[src/rtl/bp_pkg.sv]
// Shared defaults and reset constant for the branch predictor table.
// The counter reset value is "weakly not-taken": one below the taken threshold.
package bp_pkg;
    localparam int PC_W_DEF   = 32;
    localparam int IDX_W_DEF  = 4;
    localparam int CNT_W_DEF  = 2;
    localparam int STAT_W_DEF = 16;

    function automatic int cnt_rst_val(input int cnt_w);
        return (cnt_w <= 1) ? 0 : (1 << (cnt_w - 1)) - 1;
    endfunction

    localparam logic [CNT_W_DEF-1:0] CNT_RST_DEF = CNT_W_DEF'(cnt_rst_val(CNT_W_DEF));
endpackage

[src/rtl/bp_sat_ctr.sv]
// One predictor-table entry: an up/down saturating counter with async reset.
module bp_sat_ctr
    import bp_pkg::*;
#(
    parameter int               CNT_W   = CNT_W_DEF,
    parameter logic [CNT_W-1:0] RST_VAL = CNT_W'(cnt_rst_val(CNT_W))
) (
    input  logic             clk,
    input  logic             rst_n,
    input  logic             en,
    input  logic             up,
    output logic [CNT_W-1:0] count
);
    always_ff @(posedge clk or negedge rst_n) begin
        if (!rst_n) begin
            count <= RST_VAL;
        end else if (en) begin
            if (up && (count != '1))
                count <= count + 1'b1;
            else if (!up && (count != '0))
                count <= count - 1'b1;
        end
    end
endmodule

[src/rtl/branch_predict_unit.sv]
// Bimodal branch predictor: flop-based counter table, zero-cycle lookup,
// EX-stage resolve with flush generation and saturating statistics.
module branch_predict_unit
    import bp_pkg::*;
#(
    parameter int PC_W   = PC_W_DEF,
    parameter int IDX_W  = IDX_W_DEF,
    parameter int CNT_W  = CNT_W_DEF,
    parameter int STAT_W = STAT_W_DEF
) (
    input  logic              clk_i,
    input  logic              rst_n_i,
    input  logic [PC_W-1:0]   lookup_pc_i,
    output logic              predict_o,
    input  logic              resolve_valid_i,
    input  logic [PC_W-1:0]   resolve_pc_i,
    input  logic              resolve_taken_i,
    input  logic              resolve_pred_i,
    output logic              IF_flush_o,
    output logic              ID_flush_o,
    output logic              mispredict_o,
    output logic [STAT_W-1:0] branch_cnt_o,
    output logic [STAT_W-1:0] mispred_cnt_o
);
    localparam int               ENTRIES = 1 << IDX_W;
    localparam logic [CNT_W-1:0] RST_VAL = CNT_W'(cnt_rst_val(CNT_W));

    logic [IDX_W-1:0]                w_lu_idx;
    logic [IDX_W-1:0]                w_rs_idx;
    logic [ENTRIES-1:0]              w_en;
    logic [ENTRIES-1:0][CNT_W-1:0]   w_table;
    logic                            w_mispredict;
    logic                            w_unused;
    logic                            r_mispredict;
    logic [STAT_W-1:0]               r_branch_cnt;
    logic [STAT_W-1:0]               r_mispred_cnt;

    // Word-aligned PCs: the two LSBs never select an entry.
    assign w_lu_idx = lookup_pc_i[IDX_W+1:2];
    assign w_rs_idx = resolve_pc_i[IDX_W+1:2];
    assign w_unused = ^{lookup_pc_i[PC_W-1:IDX_W+2], lookup_pc_i[1:0],
                        resolve_pc_i[PC_W-1:IDX_W+2], resolve_pc_i[1:0]};

    for (genvar g = 0; g < ENTRIES; g++) begin : g_tbl
        assign w_en[g] = resolve_valid_i && (w_rs_idx == IDX_W'(g));
        bp_sat_ctr #(
            .CNT_W   (CNT_W),
            .RST_VAL (RST_VAL)
        ) u_ctr (
            .clk   (clk_i),
            .rst_n (rst_n_i),
            .en    (w_en[g]),
            .up    (resolve_taken_i),
            .count (w_table[g])
        );
    end

    // Reads the registered table directly, so a same-index resolve is not bypassed.
    assign predict_o = w_table[w_lu_idx][CNT_W-1];

    assign w_mispredict = resolve_valid_i && (resolve_taken_i != resolve_pred_i);
    assign IF_flush_o   = w_mispredict;
    assign ID_flush_o   = w_mispredict;

    always_ff @(posedge clk_i or negedge rst_n_i) begin
        if (!rst_n_i) begin
            r_mispredict  <= 1'b0;
            r_branch_cnt  <= '0;
            r_mispred_cnt <= '0;
        end else begin
            r_mispredict <= w_mispredict;
            if (resolve_valid_i && (r_branch_cnt != '1))
                r_branch_cnt <= r_branch_cnt + 1'b1;
            if (w_mispredict && (r_mispred_cnt != '1))
                r_mispred_cnt <= r_mispred_cnt + 1'b1;
        end
    end

    assign mispredict_o  = r_mispredict;
    assign branch_cnt_o  = r_branch_cnt;
    assign mispred_cnt_o = r_mispred_cnt;
endmodule
[config.mk]
export PLATFORM = sky130hd
export DESIGN_NAME = branch_predict_unit
export DESIGN_NICKNAME = d
export VERILOG_FILES = /design/src/rtl/bp_pkg.sv /design/src/rtl/bp_sat_ctr.sv /design/src/rtl/branch_predict_unit.sv
export SDC_FILE = /design/constraint.sdc
export NUM_CORES = 1
export LEC_CHECK = 0
export ABC_AREA = 1
export CAP_MARGIN = 0
export CORE_ASPECT_RATIO = 1.1
export CORE_MARGIN = 2
export CORE_UTILIZATION = 44
export DETAILED_ROUTE_END_ITERATION = 16
export HOLD_SLACK_MARGIN = 0.05
export PLACE_DENSITY = 0.74
export SYNTH_ARGS = -nofsm -noshare
export SYNTH_HDL_FRONTEND = slang
export SYNTH_SLANG_ARGS = --single-unit
export TNS_END_PERCENT = 50
[constraint.sdc]
create_clock -name clk_i -period 2.72 [get_ports clk_i]
set_clock_uncertainty 0.2 [all_clocks]
set_input_delay 0.544 -clock clk_i [delete_from_list [all_inputs] [get_ports clk_i]]
set_output_delay 0.544 -clock clk_i [all_outputs]
set_load 0.01 [all_outputs]
### Sequential cells colored by netlist name, run 1

Scale bar: 20 µm. Other sequential cells in the stronger gray, the rest of the logic in the fainter gray.
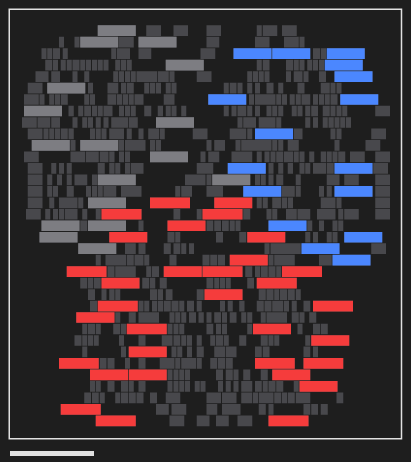
| color | name in the netlist | flops |
|---|---|---|
| blue | mispred_cnt_o | 16 |
| red | g_tbl.u_ctr.count | 32 |
not colored: 17

### Metal layers overlaid, run 1

Scale bar: 20 µm. Only two layers are drawn.
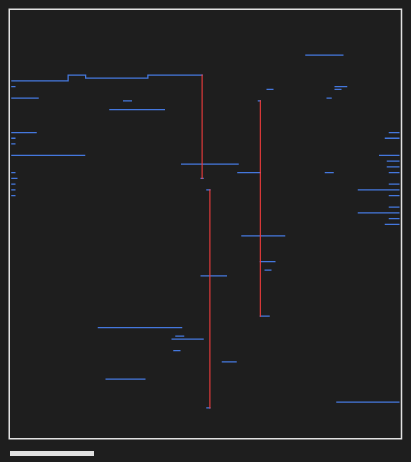
| color | layer | wire length |
|---|---|---|
| blue | met3 | 265 µm |
| red | met4 | 127 µm |

### Selected gate families, run 1

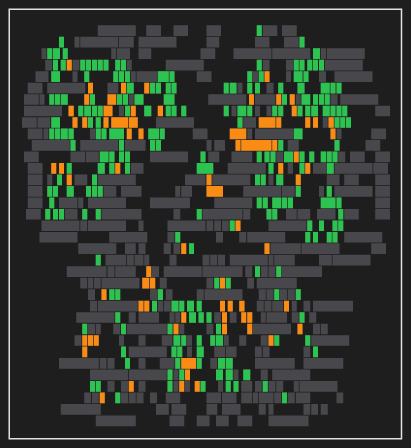
| color | family | cells | most used |
|---|---|---|---|
| orange | NOR gates | 75 | nor2_1 |
| green | NAND gates | 222 | nand2_1 |
Comb area share: 41.4%
leading cell type in the layout, fill and taps excluded: nand2_1
final cell count without fillers: 708

## run 1: worst reg2reg max path: stages (launching register included)
cell	delay (ns)
dfrtp_1	0.45
ha_1	0.29
nand3_2	0.13
inv_2	0.09
nand2_1	0.06
nor2_2	0.15
nor2_4	0.08
buf_4	0.19
nand2_1	0.08
nand2_1	0.06
## run 1: sequential cells by signal, indices dropped and copies added, names as in the netlist
signal / flops
branch_cnt_o: 16
g_tbl.u_ctr.count: 32
mispred_cnt_o: 16
mispredict_o: 1
## run 1: cell families (layout without fill, tap and decap cells)
family	after synthesis	after routing	share of synthesized area [%]
AND/OR/NAND/NOR	297	297	33.4
AND-OR/OR-AND	96	96	13.3
flip-flops	65	65	43.3
buffers and inverters	57	124	6.32
XOR/XNOR	11	11	2.54
adder cells (fa/ha/maj)	4	4	1.19
## run 1: cell type report
cell class                      count  area (µm²)  share of cell area, %
Inverter                           48         181                   3.92
Sequential cell                    65        1650                   35.6
Tap cell                          111         139                   3.00
Multi-Input combinational cell    408        1910                   41.4
Timing Repair Buffer               60         576                   12.4
Clock buffer                       16         170                   3.68
## run 1: placed cells by master (no fill, tap or decap), types with 2 or more instances in the layout
cell and count:
clkbuf_1 5, o21ai_0 74, nand3b_1 3, nor2_4 4, o211ai_1 2, o21ai_1 7, nand2_1 179, nand2_2 2
xnor2_1 3, dfrtp_1 49, nor2_1 65, xor2_1 8, maj3_1 2, buf_4 11, clkdlybuf4s50_1 42, nand3_1 26
dfstp_2 16, dlygate4sd2_1 4, inv_2 7, o21ai_2 4, ha_1 2, nand3_2 2, clkbuf_8 11, nor2_2 3
a21oi_1 7, inv_1 40, nand4_1 9
## run 1: Yosys cell counts
master,count
nand2_1,179
o21ai_0,75
nor2_1,65
dfrtp_1,49
inv_1,41
nand3_1,26
dfstp_2,16
nand4_1,9
xor2_1,8
a21oi_1,7
inv_2,6
o21ai_1,6
nor2_4,4
o21ai_2,4
clkbuf_1,3
nand3b_1,3
nor2_2,3
xnor2_1,3
buf_2,2
buf_4,2
buf_6,2
ha_1,2
maj3_1,2
nand2_2,2
nand3_2,2
o211ai_1,2
a22oi_1,1
clkinv_2,1
nand2_4,1
nor2_8,1
nor3_1,1
nor3_2,1
o22ai_1,1
## run 1: routing by layer
| metal | global-route usage [%] | share of wire, % | wire length, µm | up-vias |
|---|---|---|---|---|
| met1 | 25.0 | 45 | 4000 | 1750 |
| met2 | 34.9 | 50 | 4440 | 70 |
| met5 | 0 | 0 | 0 | - |
| met4 | 7.69 | 1.4 | 127 | 0 |
| met3 | 3.50 | 3.0 | 265 | 8 |
| li1 | - | - | - | 1831 |
## run 1: what timing repair did
item	CTS	global route
gates resized	4	3
gates cloned	0	0
pin swaps	0	0
setup endpoints to repair	3	1
## run 1: metrics by stage
stage,power [W],utilization [%],hold slack (ns),setup WS [ns],cells
4_1_cts,0.00303,55.3,0.0666,0.0843,708
3_5_place_dp,0.00229,53.3,0.257,-0.177,692
6_report,0.00300,55.3,0.0639,0.106,708
3_3_place_gp,0.00223,53.3,0.249,-0.181,692
2_1_floorplan,0.00189,-,0.0484,0.743,530
5_1_grt,0.00321,55.3,0.109,0.0200,708
==> flow_summary.ini, run 1 <==
; physical design summary
[status]
outcome = finished, final reports clean

[place]
dp_hpwl_um = 6670
gp_congestion = 0.880

[worst_setup_path]
critPathLaunchType = input pin
rr_worst_depth = 9
crit_cells = 6
timing.critical_path.buf_inv = 3
required_ns = 1.98
crit_path_end = ID_flush_o
worst_setup_path_end_kind = output pin
critical-path-top-delay-family = buffers and inverters
rrSetupSlack_ns = 0.82

[final_timing]
tightestPinTransition_ns = 0.724
tns_ns = 0
report.final.slew_viol_count = 0

[pwr]
leakagePower_nw = 2.05
vdd.ir_drop.worst_mv = 0.358
power_density_over_the_cells_mw_per_mm2 = 648
seq_cell_power_w = 0.00149
clock_net_power_w = 0.000730

[grt]
grt_use_total_pct = 20.1
antenna_violations_before_repair = 0

[clocking]
max-clock-path-buffers = 2
numCtsBuffers = 9
cts_tree = built
ctsRootBufferMaster = clkbuf_8
clk_latency_ns = 0.34

[logic_synthesis]
ys_warn_count = 0
synthCells = 530
syn-num-nets = 601
yosys.area.top_type = dfrtp_1
post-synth-top-area-fraction_pct = 32.3
avgSynthCellArea_um2 = 7.17

[detailed_routing]
drt_iter0_drc = 153

[final_layout]
diodes_inserted = 0

[run]
cap_violations = 0
==> run 2, diff against run 1 <==
--- a/config.mk
+++ b/config.mk
@@ -13,6 +13,7 @@
 export DETAILED_ROUTE_END_ITERATION = 16
 export HOLD_SLACK_MARGIN = 0.05
 export PLACE_DENSITY = 0.74
+export SLEW_MARGIN = 40
 export SYNTH_ARGS = -nofsm -noshare
 export SYNTH_HDL_FRONTEND = slang
 export SYNTH_SLANG_ARGS = --single-unit
### Metal layers overlaid, run 2

Scale bar: 20 µm. Only two layers are drawn.
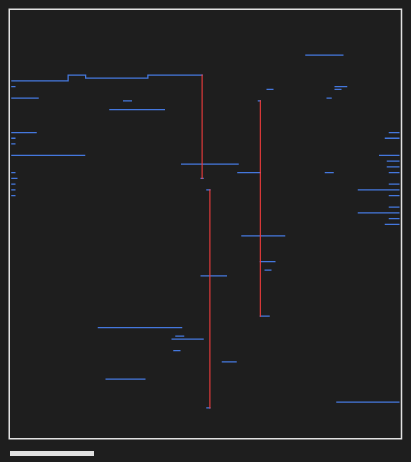
| color | layer | wire length |
|---|---|---|
| blue | met3 | 265 µm |
| red | met4 | 127 µm |

==> run 2 against run 1 <==
Against the previous run: largest power group unchanged; worst hold slack unchanged; design area unchanged; sequential power about the same; critical path depth unchanged; register-to-register slack about the same; core utilization unchanged.
==> flow_summary.ini, run 2 <==
; physical design summary
[status]
outcome = finished, final reports clean

[logic_synthesis]
synth-edff-count = 0
synthCells = 530
post-synth-top-area-fraction_pct = 32.3
avgSynthCellArea_um2 = 7.17
synth-seq-cells = 65
leading_cell_types_by_count_after_synthesis = 179 x nand2_1, 75 x o21ai_0, 65 x nor2_1, 49 x dfrtp_1, 41 x inv_1
synthMostInstantiatedCell = nand2_1
synth-async-reset-ratio_pct = 100
syn-num-nets = 601
ys_warn_count = 0

[pwr]
vdd.ir_drop.worst_mv = 0.358
power_density_over_the_cells_mw_per_mm2 = 648
power.clock.fraction_pct = 24.4
leakagePower_nw = 2.05

[clocking]
clk_latency_ns = 0.34
numCtsBuffers = 9
ctsRootBufferMaster = clkbuf_8
max-clock-path-buffers = 2
cts_tree = built

[place]
placed_cells_incl_taps = 692
gp_congestion = 0.880

[final_layout]
layout_top_cells_excl_fill_tap = 179 x nand2_1, 74 x o21ai_0, 65 x nor2_1
max_ffs_per_register = 32
layout.cells.non_filler = 708
utilization_pct = 55.3

[worst_setup_path]
rrSetupSlack_ns = 0.82
critPathLaunchType = input pin
critical-path-top-delay-family = buffers and inverters
cp_arrival_ns = 1.87
worst_setup_path_end_kind = output pin
required_ns = 1.98
rr_worst_depth = 9
timing.critical_path.buf_inv = 3
critical-path-slowest-cell = clkdlybuf4s50_1

[final_timing]
report.final.slew_viol_count = 0
tightestPinTransition_ns = 0.724
tns_ns = 0

[grt]
antenna_violations_before_repair = 0
grt_use_total_pct = 20.1
grt_pass1_vias = 3400

[run]
cap_violations = 0

[floorplan]
initial_utilization_pct = 45.4

[detailed_routing]
detail_route.wl_per_cell_um = 12.5
drt_iter0_drc = 153
### Routing congestion map, run 2

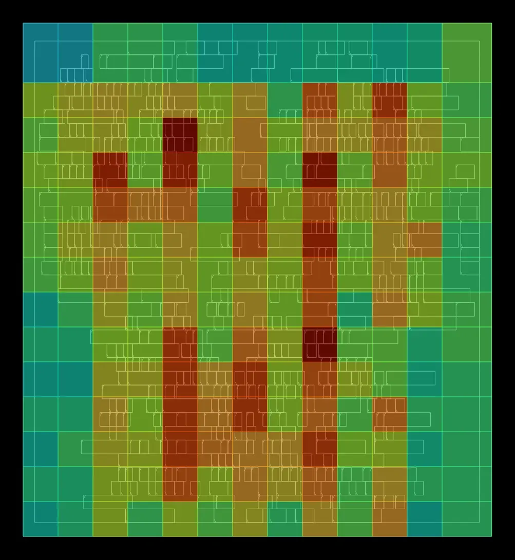
most utilized layer in the global route result: met2
global-route met2 utilization: 34.9%

-- run 2: cell counts after synthesis --
Identical to the previous run, type by type.
-- run 2: metal layers --
layer  wire (µm)  GRT usage (%)
met1        4000           25.0
met3         265           3.50
met5           0              0
met4         127           7.69
met2        4440           34.9
-- run 2: cell families after synthesis --
| group | share of synthesized area (%) |
|---|---|
| DFF | 43.3 |
| and+or+nand+nor | 33.4 |
| buffers and inverters | 6.32 |
| AOI/OAI and AO/OA | 13.3 |
| xor gates and xnor gates | 2.54 |
| adders and majority gates | 1.19 |
-- run 2: metrics by stage --
stage	hold slack, ns	worst slack, ns	power, W
6_report	0.0639	0.106	0.00300
5_1_grt	0.109	0.0200	0.00321
4_1_cts	0.0666	0.0843	0.00303
3_5_place_dp	0.257	-0.177	0.00229
3_3_place_gp	0.249	-0.181	0.00223
2_1_floorplan	0.0484	0.743	0.00189
-- run 2: worst max path at each step --
stage | start | to | slack (ns) | cells past startpoint
2_1_floorplan | lookup_pc_i[2] | predict_o | 0.74 | 8
3_3_place_gp | lookup_pc_i[2] | predict_o | -0.18 | 9
3_5_place_dp | lookup_pc_i[2] | predict_o | -0.18 | 9
4_1_cts | resolve_pred_i | ID_flush_o | 0.08 | 6
5_1_grt | resolve_pred_i | ID_flush_o | 0.02 | 6
6_report | resolve_pred_i | ID_flush_o | 0.11 | 6
-- run 2: power by group through the flow --
| stage | Clock, W | Sequential, W | Combinational, W |
|---|---|---|---|
| after CTS | 0.000755 | 0.00149 | 0.000783 |
| after detailed placement | 0 | 0.00150 | 0.000783 |
| final | 0.000730 | 0.00149 | 0.000774 |
| after floorplan | 0 | 0.00147 | 0.000424 |
| after global placement | 0 | 0.00148 | 0.000748 |
| after global routing | 0.000799 | 0.00153 | 0.000878 |
-- run 2: cell type report --
type / count / area [µm²]
Clock buffer: 16 / 170
Inverter: 48 / 181
Tap cell: 111 / 139
Timing Repair Buffer: 60 / 576
Multi-Input combinational cell: 408 / 1910
Fill cell: 765 / 3740
Sequential cell: 65 / 1650
-- run 2: timing repair --
action / 4_1_cts / 5_1_grt
endpoints found under the setup margin: 3 / 1
buffers inserted: 0 / 0
gates resized: 4 / 3
### Selected gate families, run 2

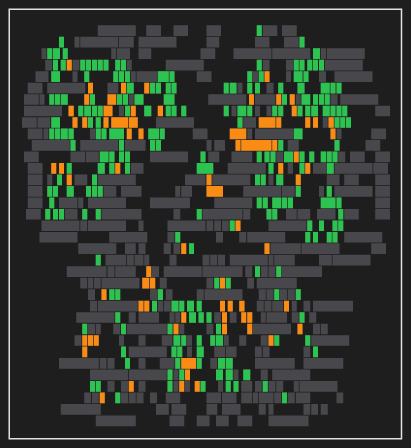

==> run 3, diff against run 2 <==
--- a/config.mk
+++ b/config.mk
@@ -10,9 +10,11 @@
 export CORE_ASPECT_RATIO = 1.1
 export CORE_MARGIN = 2
 export CORE_UTILIZATION = 44
+export CTS_BUF_LIST = sky130_fd_sc_hd__clkbuf_4 sky130_fd_sc_hd__clkbuf_8
 export DETAILED_ROUTE_END_ITERATION = 16
 export HOLD_SLACK_MARGIN = 0.05
 export PLACE_DENSITY = 0.74
+export SKIP_LAST_GASP = 1
 export SLEW_MARGIN = 40
 export SYNTH_ARGS = -nofsm -noshare
 export SYNTH_HDL_FRONTEND = slang
### Selected gate families, run 3

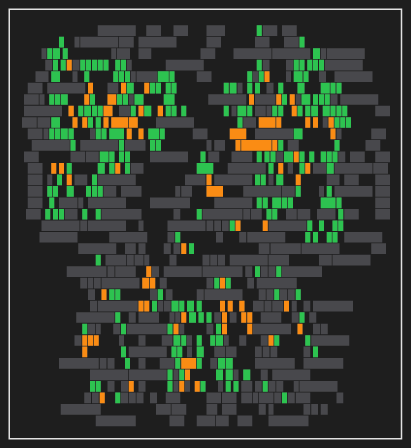
| color | family | cells | most used |
|---|---|---|---|
| orange | NOR gates | 75 | nor2_1 |
| green | NAND gates | 222 | nand2_1 |

==> run 3 against run 2 <==
Against the previous run: die area unchanged; clock power increased by 7.1%; worst hold slack got worse by 0.0029 ns; via count shrank 0.57%; design area up 0.54%; synthesized cell count unchanged; flip-flop count did not move; critical path depth did not move; largest power group unchanged.
==> flow_summary.ini, run 3 <==
; physical design summary
[status]
outcome = finished, final reports clean

[logic_synthesis]
synth.cellmix.xorXnorShare_pct = 2.54
synth-async-reset-ratio_pct = 100
post-synth-top-area-fraction_pct = 32.3
synthCells = 530
synthMostInstantiatedCell = nand2_1
avgSynthCellArea_um2 = 7.17
synth-edff-count = 0
yosys.area.top_type = dfrtp_1
synth-simple-area-share_pct = 33.4
syn-num-nets = 601
synth-adder-area-share_pct = 1.19
leading_cell_types_by_count_after_synthesis = 179 x nand2_1, 75 x o21ai_0, 65 x nor2_1, 49 x dfrtp_1, 41 x inv_1
post_synth_ao_oa_area_fraction_pct = 13.3

[pwr]
leakagePower_nw = 2.07
power_density_over_the_cells_mw_per_mm2 = 655
vdd.ir_drop.worst_mv = 0.358
power.clock.fraction_pct = 25.7

[detailed_routing]
drt_iter0_drc = 141

[clocking]
cts_post_setup_buffers_inserted = 0
numClockSinks = 65
clk_latency_ns = 0.34
number_of_cells_upsized_or_downsized_after_cts = 1
ctsRootBufferMaster = clkbuf_8
cts_tree = built
numCtsBuffers = 9
max-clock-path-buffers = 2

[final_layout]
max_ffs_per_register = 32
diodes_inserted = 0
layout.cells.non_filler = 708
layout_top_cell = nand2_1
layout_top_cells_excl_fill_tap = 179 x nand2_1, 74 x o21ai_0, 65 x nor2_1

[worst_setup_path]
critPathLaunchType = input pin
critical-path-slowest-cell = clkdlybuf4s50_1
cp_arrival_ns = 1.94
worst_setup_path_end_kind = output pin

[final_timing]
report.final.slew_viol_count = 0
tightestPinTransition_ns = 0.724

[grt]
grt_pass1_vias = 3399
grt_use_total_pct = 20.0

[place]
dp_hpwl_um = 6670
placed_cells_incl_taps = 692

[run]
cap_violations = 0

[floorplan]
initial_utilization_pct = 45.4
### Sequential cells colored by netlist name, run 3

Scale bar: 20 µm. Other sequential cells in the stronger gray, the rest of the logic in the fainter gray.
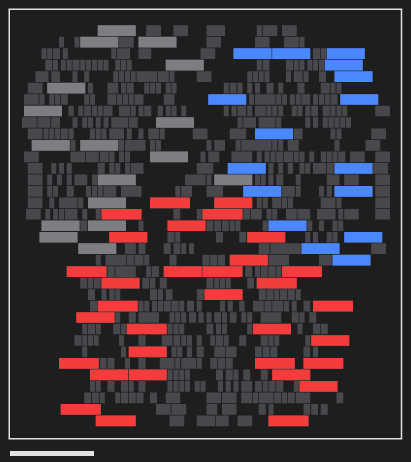
| color | name in the netlist | flops |
|---|---|---|
| red | g_tbl.u_ctr.count | 32 |
| blue | mispred_cnt_o | 16 |
not colored: 17
area of all sequential standard cells: 0.00165 mm²
share of the core filled with cells in the final layout: 55.6%
fraction of standard cell area that is sequential: 35.4%
power in sequential cells: 0.00149 W

run 3: cell counts after synthesis:
Identical to the previous run, type by type.
run 3: area by class of cell:
cell class | instances | area, µm²
clock buffer | 16 | 189
tap | 111 | 139
sequential | 65 | 1650
fill | 758 | 3710
inverter | 48 | 181
multi-input combinational | 408 | 1910
timing repair buffer | 60 | 582
run 3: through the flow:
stage	hold WS, ns	power [W]	setup WS [ns]	TNS [ns]	cell area [µm²]
4_1_cts	0.0672	0.00308	-0.0369	-0.0719	4650
3_5_place_dp	0.257	0.00229	-0.177	-0.246	4460
3_3_place_gp	0.249	0.00223	-0.181	-0.224	4460
6_report	0.0610	0.00305	0.0340	0	4650
5_1_grt	0.113	0.00326	-0.0458	-0.0871	4650
2_1_floorplan	0.0484	0.00189	0.743	0	3800
run 3: power by group through the flow:
stage,Combinational (W),Sequential (W),Clock (W)
final,0.000774,0.00149,0.000782
after global routing,0.000880,0.00153,0.000845
after CTS,0.000784,0.00149,0.000804
after detailed placement,0.000783,0.00150,0
after global placement,0.000748,0.00148,0
after floorplan,0.000424,0.00147,0
run 3: layer usage:
metal,track usage [%],share of wire [%]
met4,7.69,1.8
met1,25.0,45
met3,3.27,3.5
met5,0,0
met2,35.0,50
run 3: kinds of logic after synthesis:
family | after synthesis
AND/OR/NAND/NOR | 297
AND-OR/OR-AND | 96
flip-flops | 65
buffers and inverters | 57
XOR/XNOR | 11
adder cells (fa/ha/maj) | 4
run 3: path summary, 6_finish.rpt:
path	slack (ns)	end	start	cells past startpoint
setup / recovery	0.03	IF_flush_o	resolve_valid_i	6
max in group asynchronous	1.59	g_tbl[5].u_ctr.count[0]$_DFFE_PN1P_	rst_n_i	2
min in group clk_i	0.27	g_tbl[7].u_ctr.count[0]$_DFFE_PN1P_	g_tbl[7].u_ctr.count[0]$_DFFE_PN1P_	2
hold / removal	0.06	g_tbl[13].u_ctr.count[1]$_DFFE_PN0P_	rst_n_i	1
setup reg to reg	0.82	branch_cnt_o[2]$_DFFE_PN0P_	branch_cnt_o[0]$_DFFE_PN0P_	9
hold reg to reg	0.27	g_tbl[7].u_ctr.count[0]$_DFFE_PN1P_	g_tbl[7].u_ctr.count[0]$_DFFE_PN1P_	2
run 3: critical path, delay by kind of cell:
kind | cells | cell delay (ns)
and+or+nand+nor | 2 | 0.17
buffers and inverters | 4 | 1.24
Power figures rest on the tool's default switching activity, not on a simulated workload.
